`config.mk`:
```
export PLATFORM = sky130hd
export DESIGN_NAME = pipeline_stall_controller
export DESIGN_NICKNAME = d
export VERILOG_FILES = /design/src/rtl/pipeline_stall_controller.sv
export SDC_FILE = /design/constraint.sdc
export NUM_CORES = 1
export LEC_CHECK = 0
export CAP_MARGIN = 5
export CORE_UTILIZATION = 50
export CTS_CLUSTER_SIZE = 24
export DETAILED_ROUTE_END_ITERATION = 10
export GPL_TIMING_DRIVEN = 0
export PLACE_DENSITY = 0.77
export SETUP_SLACK_MARGIN = 0.1
export SLEW_MARGIN = 30
export SYNTH_ARGS = -nofsm -noshare
export SYNTH_HDL_FRONTEND = slang
export SYNTH_SLANG_ARGS = --single-unit
export TNS_END_PERCENT = 20
```
`constraint.sdc`:
```
create_clock -name CLK -period 3.75 [get_ports CLK]
set_input_delay 0.75 -clock CLK [delete_from_list [all_inputs] [get_ports CLK]]
set_output_delay 0.75 -clock CLK [all_outputs]
set_load 0.05 [all_outputs]
```
`src/rtl/pipeline_stall_controller.sv`:
```
// rtl/pipeline_stall_controller.sv - pipeline stall/flush arbitration for memory, muldiv, branch and load-use events
module pipeline_stall_controller #(
    parameter int MULDIV_MAX_CYCLES = 40,
    parameter int CNT_WIDTH         = 16
) (
    input  logic                 CLK,
    input  logic                 RESET,
    input  logic                 LU_HAZARD,
    input  logic                 BRANCH_TAKEN_EX,
    input  logic                 MULDIV_START_EX,
    input  logic                 MULDIV_DONE,
    input  logic                 DMEM_BUSY,
    output logic                 PC_STALL,
    output logic                 IF_ID_STALL,
    output logic                 ID_EX_STALL,
    output logic                 EX_MEM_STALL,
    output logic                 IF_ID_FLUSH,
    output logic                 ID_EX_FLUSH,
    output logic                 EX_MEM_FLUSH,
    output logic                 MEM_WB_FLUSH,
    output logic                 MULDIV_TIMEOUT,
    output logic [CNT_WIDTH-1:0] STALL_CYCLES
);

    localparam int MD_W = $clog2(MULDIV_MAX_CYCLES + 1);
    // Last MULDIV_WAIT counter value; one more undone cycle here means timeout.
    localparam logic [MD_W-1:0] MD_LAST = MD_W'(MULDIV_MAX_CYCLES - 1);

    typedef enum logic [1:0] {
        ST_RUN         = 2'd0,
        ST_MULDIV_WAIT = 2'd1,
        ST_MEM_WAIT    = 2'd2
    } state_t;

    state_t               state_q, state_d;
    logic                 ret_muldiv_q, ret_muldiv_d;
    logic [MD_W-1:0]      md_cnt_q, md_cnt_d;
    logic                 timeout_q, timeout_d;
    logic [CNT_WIDTH-1:0] stall_cnt_q;

    logic pc_stall_c, if_id_stall_c, id_ex_stall_c, ex_mem_stall_c;
    logic if_id_flush_c, id_ex_flush_c, ex_mem_flush_c, mem_wb_flush_c;
    logic release_c;

    // Next state and stall/flush decode; priority is DMEM_BUSY, then muldiv, then branch, then load-use.
    always_comb begin
        state_d        = state_q;
        ret_muldiv_d   = ret_muldiv_q;
        md_cnt_d       = md_cnt_q;
        timeout_d      = timeout_q;
        pc_stall_c     = 1'b0;
        if_id_stall_c  = 1'b0;
        id_ex_stall_c  = 1'b0;
        ex_mem_stall_c = 1'b0;
        if_id_flush_c  = 1'b0;
        id_ex_flush_c  = 1'b0;
        ex_mem_flush_c = 1'b0;
        mem_wb_flush_c = 1'b0;
        release_c      = 1'b0;

        if (DMEM_BUSY) begin
            // Whole front of the pipe holds; the MEM result is replaced by a bubble.
            pc_stall_c     = 1'b1;
            if_id_stall_c  = 1'b1;
            id_ex_stall_c  = 1'b1;
            ex_mem_stall_c = 1'b1;
            mem_wb_flush_c = 1'b1;
            state_d        = ST_MEM_WAIT;
            if (state_q != ST_MEM_WAIT) begin
                ret_muldiv_d = (state_q == ST_MULDIV_WAIT);
            end
        end else begin
            case (state_q)
                ST_RUN: begin
                    if (MULDIV_START_EX && !MULDIV_DONE) begin
                        pc_stall_c     = 1'b1;
                        if_id_stall_c  = 1'b1;
                        id_ex_stall_c  = 1'b1;
                        ex_mem_flush_c = 1'b1;
                        md_cnt_d       = '0;
                        state_d        = ST_MULDIV_WAIT;
                    end else if (BRANCH_TAKEN_EX) begin
                        // A taken branch squashes a load-use stall: the dependent op is flushed anyway.
                        if_id_flush_c = 1'b1;
                        id_ex_flush_c = 1'b1;
                    end else if (LU_HAZARD) begin
                        pc_stall_c    = 1'b1;
                        if_id_stall_c = 1'b1;
                        id_ex_flush_c = 1'b1;
                    end
                end
                ST_MULDIV_WAIT: begin
                    if (MULDIV_DONE) begin
                        release_c = 1'b1;
                        state_d   = ST_RUN;
                    end else if (md_cnt_q == MD_LAST) begin
                        release_c = 1'b1;
                        timeout_d = 1'b1;
                        state_d   = ST_RUN;
                    end else begin
                        pc_stall_c     = 1'b1;
                        if_id_stall_c  = 1'b1;
                        id_ex_stall_c  = 1'b1;
                        ex_mem_flush_c = 1'b1;
                        md_cnt_d       = md_cnt_q + MD_W'(1);
                    end
                end
                ST_MEM_WAIT: begin
                    // Muldiv counter intentionally untouched so a resumed wait keeps its budget.
                    release_c = 1'b1;
                    state_d   = ret_muldiv_q ? ST_MULDIV_WAIT : ST_RUN;
                end
                default: begin
                    state_d = ST_RUN;
                end
            endcase

            // A branch held in EX during a stall gets its flush when the stall lets go.
            if (release_c && BRANCH_TAKEN_EX) begin
                if_id_flush_c = 1'b1;
                id_ex_flush_c = 1'b1;
            end
        end
    end

    // State, muldiv budget, sticky timeout and saturating stall-cycle counter.
    always_ff @(posedge CLK or negedge RESET) begin
        if (!RESET) begin
            state_q      <= ST_RUN;
            ret_muldiv_q <= 1'b0;
            md_cnt_q     <= '0;
            timeout_q    <= 1'b0;
            stall_cnt_q  <= '0;
        end else begin
            state_q      <= state_d;
            ret_muldiv_q <= ret_muldiv_d;
            md_cnt_q     <= md_cnt_d;
            timeout_q    <= timeout_d;
            if (pc_stall_c && !(&stall_cnt_q)) begin
                stall_cnt_q <= stall_cnt_q + CNT_WIDTH'(1);
            end
        end
    end

    // Outputs are combinational, so reset must mask them directly to take effect without a clock.
    assign PC_STALL       = RESET & pc_stall_c;
    assign IF_ID_STALL    = RESET & if_id_stall_c;
    assign ID_EX_STALL    = RESET & id_ex_stall_c;
    assign EX_MEM_STALL   = RESET & ex_mem_stall_c;
    assign IF_ID_FLUSH    = RESET & if_id_flush_c;
    assign ID_EX_FLUSH    = RESET & id_ex_flush_c;
    assign EX_MEM_FLUSH   = RESET & ex_mem_flush_c;
    assign MEM_WB_FLUSH   = RESET & mem_wb_flush_c;
    assign MULDIV_TIMEOUT = timeout_q;
    assign STALL_CYCLES   = stall_cnt_q;

endmodule

```
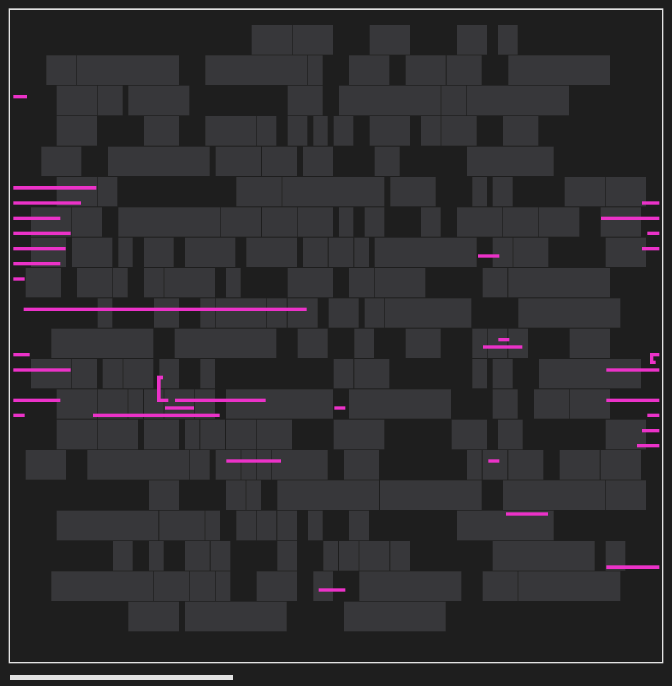
**Above:** the metal 3 layer.
Bar = 20 um. Cells faint in the background.
share of all routed wire = 4.1%
main direction = horizontal
nets with wire on the layer = 32
wire length on this layer = 135 um
met3 track demand over resource: 3.297%
Vias: 1302
final WL: 3308 um

==> results.md <==
| Group | Item | Reported |
|:---|:---|:---|
| finish | Number of logic gates | 114 |
| logic synthesis | Top area contributor share | 40.85% |
| drt | Remaining antenna violation count | 0 |
| drt | Drt wl/cell | 14.26 um |
| finish | Area growth from synthesis to layout | 23.49% |
| worst setup path | Stage delay of the slowest cell on the critical path | 800 ps |
| logic synthesis | Post-synth top area cell | sky130_fd_sc_hd__dfrtp_1 |
| floorplanning | Horizontal die size | 58.44 um |
| placement | Final weighted congestion in routability-driven placement | 0.8171 |
| finish | Most area-hungry cell class in the final design | combinational gates |
| finish | Sequential fraction of total cell area | 33.08% |
| finish | FF+latch count | 26 |
| clocking | CTS tree | done |
| final timing | Post-route setup TNS | 0 ps |
| power | Pwr per Cell Area | 535.0 nW/um^2 |
| power | Top power group | combinational cells |
| final timing | Post-route worst hold slack | 450.8 ps |
| worst setup path | Worst Path Buf+Inv | 2 |
| finish | Comb area share | 43.51% |
| logic synthesis | Multiplexer area fraction after synthesis | 2.357% |
| worst setup path | Reg-to-reg slack, setup | 1580 ps |
| final timing | Actual slew at the worst max-slew pin | 657.0 ps |
| finish | Fraction of final layout cells with drive strength greater than 1 | 13.83% |
| logic synthesis | Adder and majority gate portion of the synthesized area | 3.928% |
| power | Sequential share of power | 40.9% |
| final timing | Max Clk Rate | 281.9 MHz |
| final timing | Final Critical Period | 3547 ps |
| clocking | Buffers inserted by post-CTS timing repair | 0 |
| final timing | Final Max Slew Viols | 0 |
| worst setup path | Destination of the critical timing path | EX_MEM_FLUSH |
| power | Static Leak | 0.8623 nW |
| finish | Ant diodes | 0 |
| drt | Routed wl met2 | 1568 um |
| floorplanning | I/O pin count | 32 |
| placement | Area after DPL | 1953 um^2 |
| drt | Wire length on met3 | 134 um |
| logic synthesis | Xor and xnor fraction of the mapped netlist area | 7.148% |
| finish | Inverter count | 7 |
| power | Switch Pwr | 0.4898 mW |
| logic synthesis | Post-Synthesis Net Count | 166 |
| grt | GR Layer Usage met1 | 27.14% |
| run status | Status | completed |
| placement | Cells after DPL | 229 |
| placement | DP Worst Slack | -128.4 ps |
| worst setup path | CP startpoint | MULDIV_START_EX |
| finish | Final Util | 64.96% |
| power | Sum of internal, switching and leakage power | 1.052 mW |
| clocking | Cts-stage hold buffer count | 0 |
| floorplanning | DIE HEIGHT | 58.44 um |
| worst setup path | R2r worst-path depth | 9 |
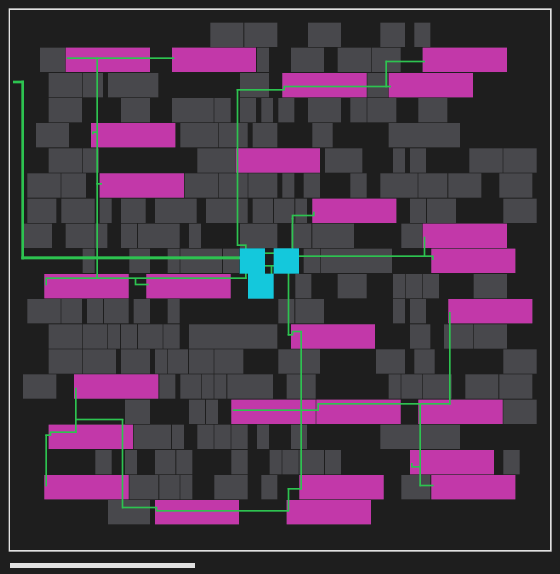
**Above:** routed clock nets over the placement.
Bar = 20 um.
cyan -> clock drivers  # count 3
magenta -> flip-flops  # count 26
green -> clock wires  # length 311 um
routed clock nets = 4
flops lie = widely spread
Latency at later pin: 310 ps
Post-Route Skew: 4.165 ps
Clock group: 0.117 mW
relative contribution of the clock network to total power: 11.1%

Power and IR drop assume default switching activity.
